==> images/congestion.png <==
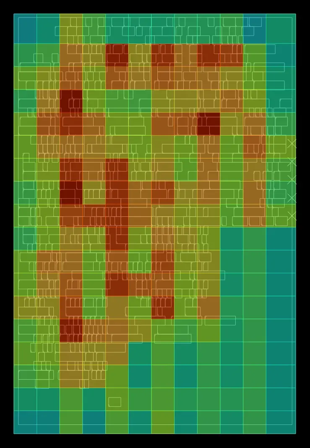
==> images/sizes.png <==
The bar under the picture is 20 µm long.
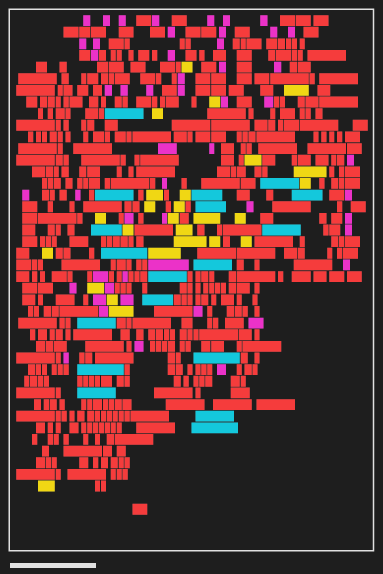
==> images/layer_met2.png <==
The bar under the picture is 20 µm long. Cells faint in the background.
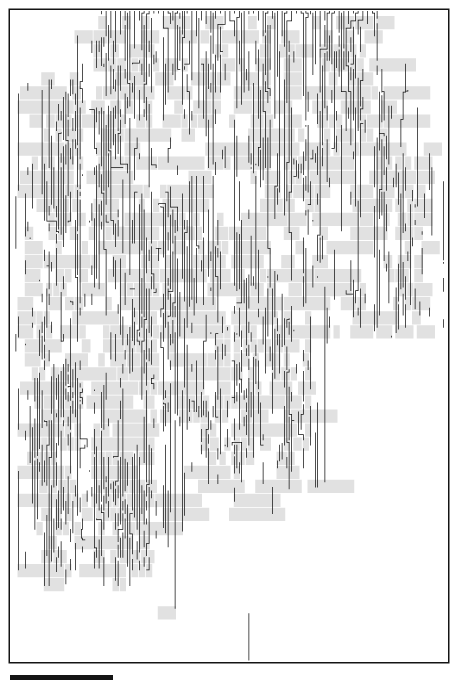
==> images/layer_met1.png <==
The bar under the picture is 20 µm long. Supply wires on this layer in grey. Cells faint in the background.
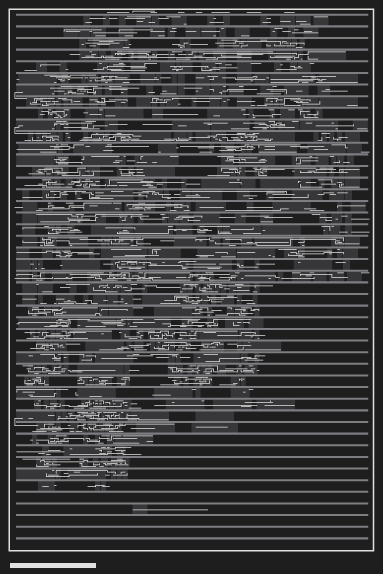
==> images/detail.png <==
The bar under the picture is 10 µm long. Region (22, 18) to (62, 58) µm. Cells in grey, sequential cells in the stronger grey; small squares are vias.
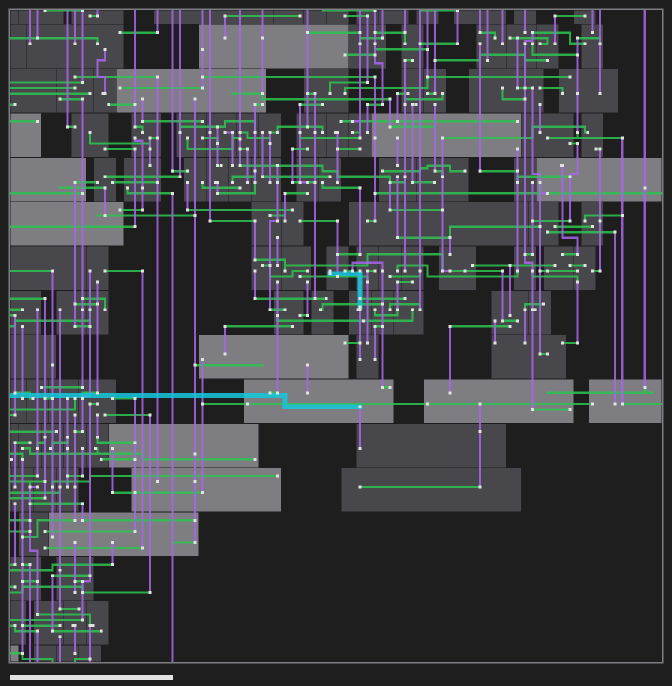
===== src/rtl/ft245_tx_packetizer.sv =====
// rtl/ft245_tx_packetizer.sv - frames a 32-bit sample stream into fixed-size SYNC/payload/trailer packets
// for the FT245 TX FIFO; every packet is exactly PACKET_SIZE words.
module ft245_tx_packetizer #(
  parameter int unsigned PACKET_SIZE = 1024,
  parameter logic [31:0] SYNC_WORD   = 32'hA5A5_5A5A,
  parameter logic [31:0] PAD_WORD    = 32'h0000_0000,
  parameter int unsigned TIMEOUT     = 4096
) (
  input  logic        usb_clk,
  input  logic        rst,
  input  logic        enable,
  input  logic        flush,
  input  logic [31:0] s_data,
  input  logic        s_valid,
  output logic        s_ready,
  input  logic        tx_fifo_full,
  output logic [31:0] tx_fifo_data,
  output logic        tx_fifo_write,
  output logic [15:0] seq,
  output logic        busy
);

  localparam logic [10:0] CAP = 11'(PACKET_SIZE - 2);
  localparam int unsigned IW  = $clog2(TIMEOUT + 1);
  localparam logic [IW-1:0] TMO = IW'(TIMEOUT);

  typedef enum logic [4:0] {
    S_IDLE    = 5'b00001,
    S_HEADER  = 5'b00010,
    S_PAYLOAD = 5'b00100,
    S_PAD     = 5'b01000,
    S_TRAILER = 5'b10000
  } state_t;

  state_t        state_q;
  logic [10:0]   cnt_q;
  logic [10:0]   len_q;
  logic [IW-1:0] idle_q;
  logic [15:0]   seq_q;
  logic          flush_pend_q;

  logic          accept;
  logic [10:0]   cnt_inc;
  logic [IW-1:0] idle_inc;

  assign accept   = (state_q == S_PAYLOAD) && s_valid && !tx_fifo_full;
  assign cnt_inc  = cnt_q + 11'd1;
  assign idle_inc = idle_q + 1'b1;
  assign seq      = seq_q;
  assign busy     = (state_q != S_IDLE);

  // Zero-latency write path: strobe and data follow the state and the live inputs.
  always_comb begin
    s_ready       = 1'b0;
    tx_fifo_write = 1'b0;
    tx_fifo_data  = '0;
    unique case (state_q)
      S_HEADER: begin
        tx_fifo_write = !tx_fifo_full;
        tx_fifo_data  = SYNC_WORD;
      end
      S_PAYLOAD: begin
        s_ready       = !tx_fifo_full;
        tx_fifo_write = s_valid && !tx_fifo_full;
        tx_fifo_data  = s_data;
      end
      S_PAD: begin
        tx_fifo_write = !tx_fifo_full;
        tx_fifo_data  = PAD_WORD;
      end
      S_TRAILER: begin
        tx_fifo_write = !tx_fifo_full;
        tx_fifo_data  = {seq_q, 5'b0, len_q};
      end
      default: ;
    endcase
  end

  always_ff @(posedge usb_clk or negedge rst) begin
    if (!rst) begin
      state_q      <= S_IDLE;
      cnt_q        <= '0;
      len_q        <= '0;
      idle_q       <= '0;
      seq_q        <= '0;
      flush_pend_q <= 1'b0;
    end else begin
      unique case (state_q)
        S_IDLE: begin
          if (enable && s_valid) state_q <= S_HEADER;
        end
        S_HEADER: begin
          if (flush) flush_pend_q <= 1'b1;
          if (!tx_fifo_full) begin
            state_q <= S_PAYLOAD;
            cnt_q   <= '0;
            len_q   <= '0;
            idle_q  <= '0;
          end
        end
        S_PAYLOAD: begin
          if (flush) flush_pend_q <= 1'b1;
          if (accept) begin
            cnt_q  <= cnt_inc;
            len_q  <= len_q + 11'd1;
            idle_q <= '0;
          end else if (!s_valid) begin
            idle_q <= idle_inc;
          end
          // A full packet wins over a same-cycle flush: no padding is needed.
          if (accept && cnt_inc == CAP) begin
            state_q      <= S_TRAILER;
            flush_pend_q <= 1'b0;
          end else if (flush || flush_pend_q || (!s_valid && idle_inc == TMO)) begin
            state_q <= S_PAD;
          end
        end
        S_PAD: begin
          if (flush) flush_pend_q <= 1'b1;
          if (!tx_fifo_full) begin
            cnt_q <= cnt_inc;
            if (cnt_inc == CAP) begin
              state_q      <= S_TRAILER;
              flush_pend_q <= 1'b0;
            end
          end
        end
        S_TRAILER: begin
          if (!tx_fifo_full) begin
            seq_q   <= seq_q + 16'd1;
            state_q <= S_IDLE;
          end
        end
        default: state_q <= S_IDLE;
      endcase
    end
  end

endmodule


===== config.mk =====
export PLATFORM = sky130hd
export DESIGN_NAME = ft245_tx_packetizer
export DESIGN_NICKNAME = d
export VERILOG_FILES = /design/src/rtl/ft245_tx_packetizer.sv
export SDC_FILE = /design/constraint.sdc
export NUM_CORES = 1
export LEC_CHECK = 0
export ABC_AREA = 1
export CAP_MARGIN = 40
export CORE_ASPECT_RATIO = 1.5
export CORE_UTILIZATION = 36
export DETAILED_ROUTE_END_ITERATION = 8
export MAX_ROUTING_LAYER = met4
export PLACE_DENSITY = 0.71
export REMOVE_ABC_BUFFERS = 1
export SYNTH_ARGS = -nofsm -noshare
export SYNTH_HDL_FRONTEND = slang
export SYNTH_SLANG_ARGS = --single-unit

===== constraint.sdc =====
create_clock -name usb_clk -period 2.48 [get_ports usb_clk]
set_clock_uncertainty 0.2 [all_clocks]
set_input_delay 0.372 -clock usb_clk [delete_from_list [all_inputs] [get_ports usb_clk]]
set_output_delay 0.372 -clock usb_clk [all_outputs]
set_load 0.02 [all_outputs]

==> flow_metrics.py <==
# Auto-generated metrics
metrics = {
    "setup_path": {
        "crit_fanout": 12,
        "critical-path-slowest-cell": "dfrtp_1",
        "crit_required_ps": 1910,
        "worst-r2r-setup-slack_ps": 200,
        "cp_common_cell": "nand2_1",
        "arrival_time_of_data_at_the_critical_path_endpoint_ps": 1810,
        "cpPeakStageDelay_ps": 400,
        "cp_cell_sequence": "nor2_4, nand4_4, buf_4, nor2_1, nand2_1, nand2_1, clkdlybuf4s15_1",
        "critical_path_class": "flip-flop to output pin",
        "critPathLaunchType": "flip-flop",
        "crit_path_end_kind": "output pin",
    },
    "timing": {
        "setup_viol": 0,
        "fmax_mhz": 419.3,
        "drv_slew": 0,
        "setup-tns-final_ps": 0,
        "tightest_slew_ps": 617.4,
        "slew_headroom_pct": 58.84,
        "holdWs_ps": 292.8,
        "period_minus_ws_final_ps": 2385,
        "hold_viol": 0,
    },
    "yosys": {
        "synth.area.mux_share_pct": 0,
        "top_area_cell": "dfrtp_1",
        "flop_cell": "dfrtp_1",
        "fa_ha_area_share_pct": 1.689,
        "synth_stat.cells": 495,
        "post_synth_and_or_nand_nor_area_fraction_pct": 32.53,
        "enable_flop_cells": 0,
        "synth.cellmix.xorXnorShare_pct": 5.676,
        "netlist_area_um2": 3704,
        "postSynthCellCount": 495,
        "syn_area_per_cell_um2": 7.482,
        "synthDistinctLibCells": 39,
        "synth-area-yosys_um2": 3704,
        "synthTopLogicFamily": "simple AND/OR/NAND/NOR gates",
        "synth_flops": 57,
    },
    "layout": {
        "n_fill_cell": 973,
        "lay_top_cells": "nand2_1, inv_1, dfrtp_1",
        "num-nets-final": 646,
        "post_route_cells_drive_above_1_share_pct": 15.63,
        "final_util_pct": 50.40,
        "antenna_cells": 0,
        "final_cells": 725,
        "mostFrequentLayoutCell": "nand2_1",
    },
    "placement": {
        "placedCellCount": 703,
        "place.port_buffers": 88,
        "instance_area_after_placement_um2": 4807,
        "gpl.final_weighted_congestion": 0.8902,
        "pre_cts_ws_ps": 55.67,
        "dp_hpwl_mm": 7.419,
    },
    "power": {
        "p_leak_nw": 2.404,
        "ir_worst_vdd_mv": 0.5594,
        "finalPower_mw": 4.746,
    },
    "global_routing": {
        "antenna_found_initial": 0,
        "global_route.overflow_total": 0,
        "grt_max_degree": 30,
        "vias_in_the_first_global_route": 3547,
        "grt_first_pass_wirelength_mm": 16.26,
    },
    "floorplan": {
        "initCoreUtil_pct": 36.75,
        "design.core.area_um2": 10080,
        "design.die.area_um2": 10710,
        "placement_rows": 45,
        "io_pins": 89,
        "die_width_um": 84.82,
    },
    "clock_tree": {
        "numClockSinks": 57,
        "cts_hold_repair.buffers": 1,
        "htree_num_levels": 3,
        "tritoncts.num_buffers": 9,
        "postCtsSetupBuffers": 5,
        "clk_root_buffer_cell": "clkbuf_16",
        "cts_tree": "built",
        "clk-insertion-delay-late_ps": 320,
    },
    "detailed_routing": {
        "drt_first_pass_iters": 6,
        "final_antenna_net_count": 0,
        "drc": 5,
        "drt-initial-drc-count": 188,
    },
    "hold_path": {
        "min-delay-path-class": "flip-flop to flip-flop",
    },
    "status": {
        "failing_checks": "DRC",
        "run_status": "finished, violations left",
    },
    "job": {
        "cap_violations": 0,
        "log.warning_count": 26,
    },
}
Back to the opening pictures, congestion.png:
fraction of met1 tracks used by global routing: 21.76%
Most Crowded Layer GR: met2
average detailed-routed wire length per instance: 13.49 µm
total track usage: 19.66%

Back to the opening pictures, sizes.png:
Red is _0 and _1 cells, cells 513, share 84%, most used nand2_1. Yellow is _3 and _4 cells, cells 26, share 4.3%, most used buf_4. Cyan is _6 and larger, cells 18, share 3.0%, most used clkbuf_16. Magenta is _2 cells, cells 51, share 8.4%, most used clkbuf_2.
worst-case setup margin in the final layout: 95.02 ps
Area growth, synth to finish: 37.16%
buffer count excluding the clock tree in the final layout: 108
final non-filler cell area: 5080 µm²

Back to the opening pictures, layer_met2.png:
The layer holds 54% of the routed length. 539 nets have wire on it. The layer carries 5,300 µm of wire.
total routed wirelength: 9.777 mm
vias after detailed routing: 3,655
met2 track demand over resource: 34.77%

Back to the opening pictures, layer_met1.png:
585 nets have wire on it. The layer holds 40% of the routed length. The wires run mostly horizontal. The layer carries 3,920 µm of wire. The longest straight run is 30.8 µm.

Back to the opening pictures, detail.png:
Purple is metal 2. Green is metal 1. Cyan is metal 3.
Most frequent: nand2_1 (20), inv_1 (13), dfrtp_1 (12). 96 logic cells have their middle in the window. Netlist names of flops here include cnt_q (7), idle_q (4). Sequential cells in the window: 12.

-- cell type report --
cell class / instances / area (µm²) / share of cell area (%)
Tap cell: 117 / 146.4 / 2.882
Multi-Input combinational cell: 353 / 1942 / 38.23
Inverter: 74 / 277.8 / 5.468
Timing Repair Buffer: 108 / 927.1 / 18.25
Sequential cell: 57 / 1428 / 28.10
Clock buffer: 10 / 229.0 / 4.507
Clock inverter: 6 / 130.1 / 2.562
-- registers in the layout (all words and copies together), names as in the netlist --
signal,cells
cnt_q,11
state_q,5
seq,16
flush_pend_q,1
idle_q,13
len_q,11
-- kinds of logic after synthesis --
| family | after synthesis |
|---|---|
| XOR/XNOR | 24 |
| flip-flops | 57 |
| AND/OR/NAND/NOR | 250 |
| AND-OR/OR-AND | 74 |
| adder cells (fa/ha/maj) | 5 |
| buffers and inverters | 85 |
-- path summary, 6_finish.rpt --
kind	start	to	cells past startpoint
worst max-delay path	state_q[1]	tx_fifo_write	7
worst min-delay path	seq[14]	seq[14]	1
worst max register to register	idle_q[0]	state_q[3]	14
worst min register to register	seq[14]	seq[14]	1
max in group asynchronous	rst	state_q[0]	3
min in group asynchronous	rst	len_q[6]	2
-- power by group --
part           internal [mW]  total [mW]  switching [mW]
logic                  0.727        1.89            1.16
registers               1.15        1.37           0.218
clock network           1.08        1.49           0.415
-- per-layer routing --
metal	part of all wire [%]	track usage, %	vias to the layer above
met5	0	-	-
met4	2.5	8.674	0
met3	3.2	2.883	19
met2	54	34.77	74
met1	40	21.76	1723
li1	-	-	1839
-- synth_stat cells, drive strengths merged, types with 9 or more instances --
library cell and instances:
dfrtp 56, inv 74, nand2 139, nand3 34, nand4 11, nor2 46, nor3 13, o211ai 9
o21ai 36, o22ai 10, xor2 23
Power is estimated from default activity; no workload was simulated.
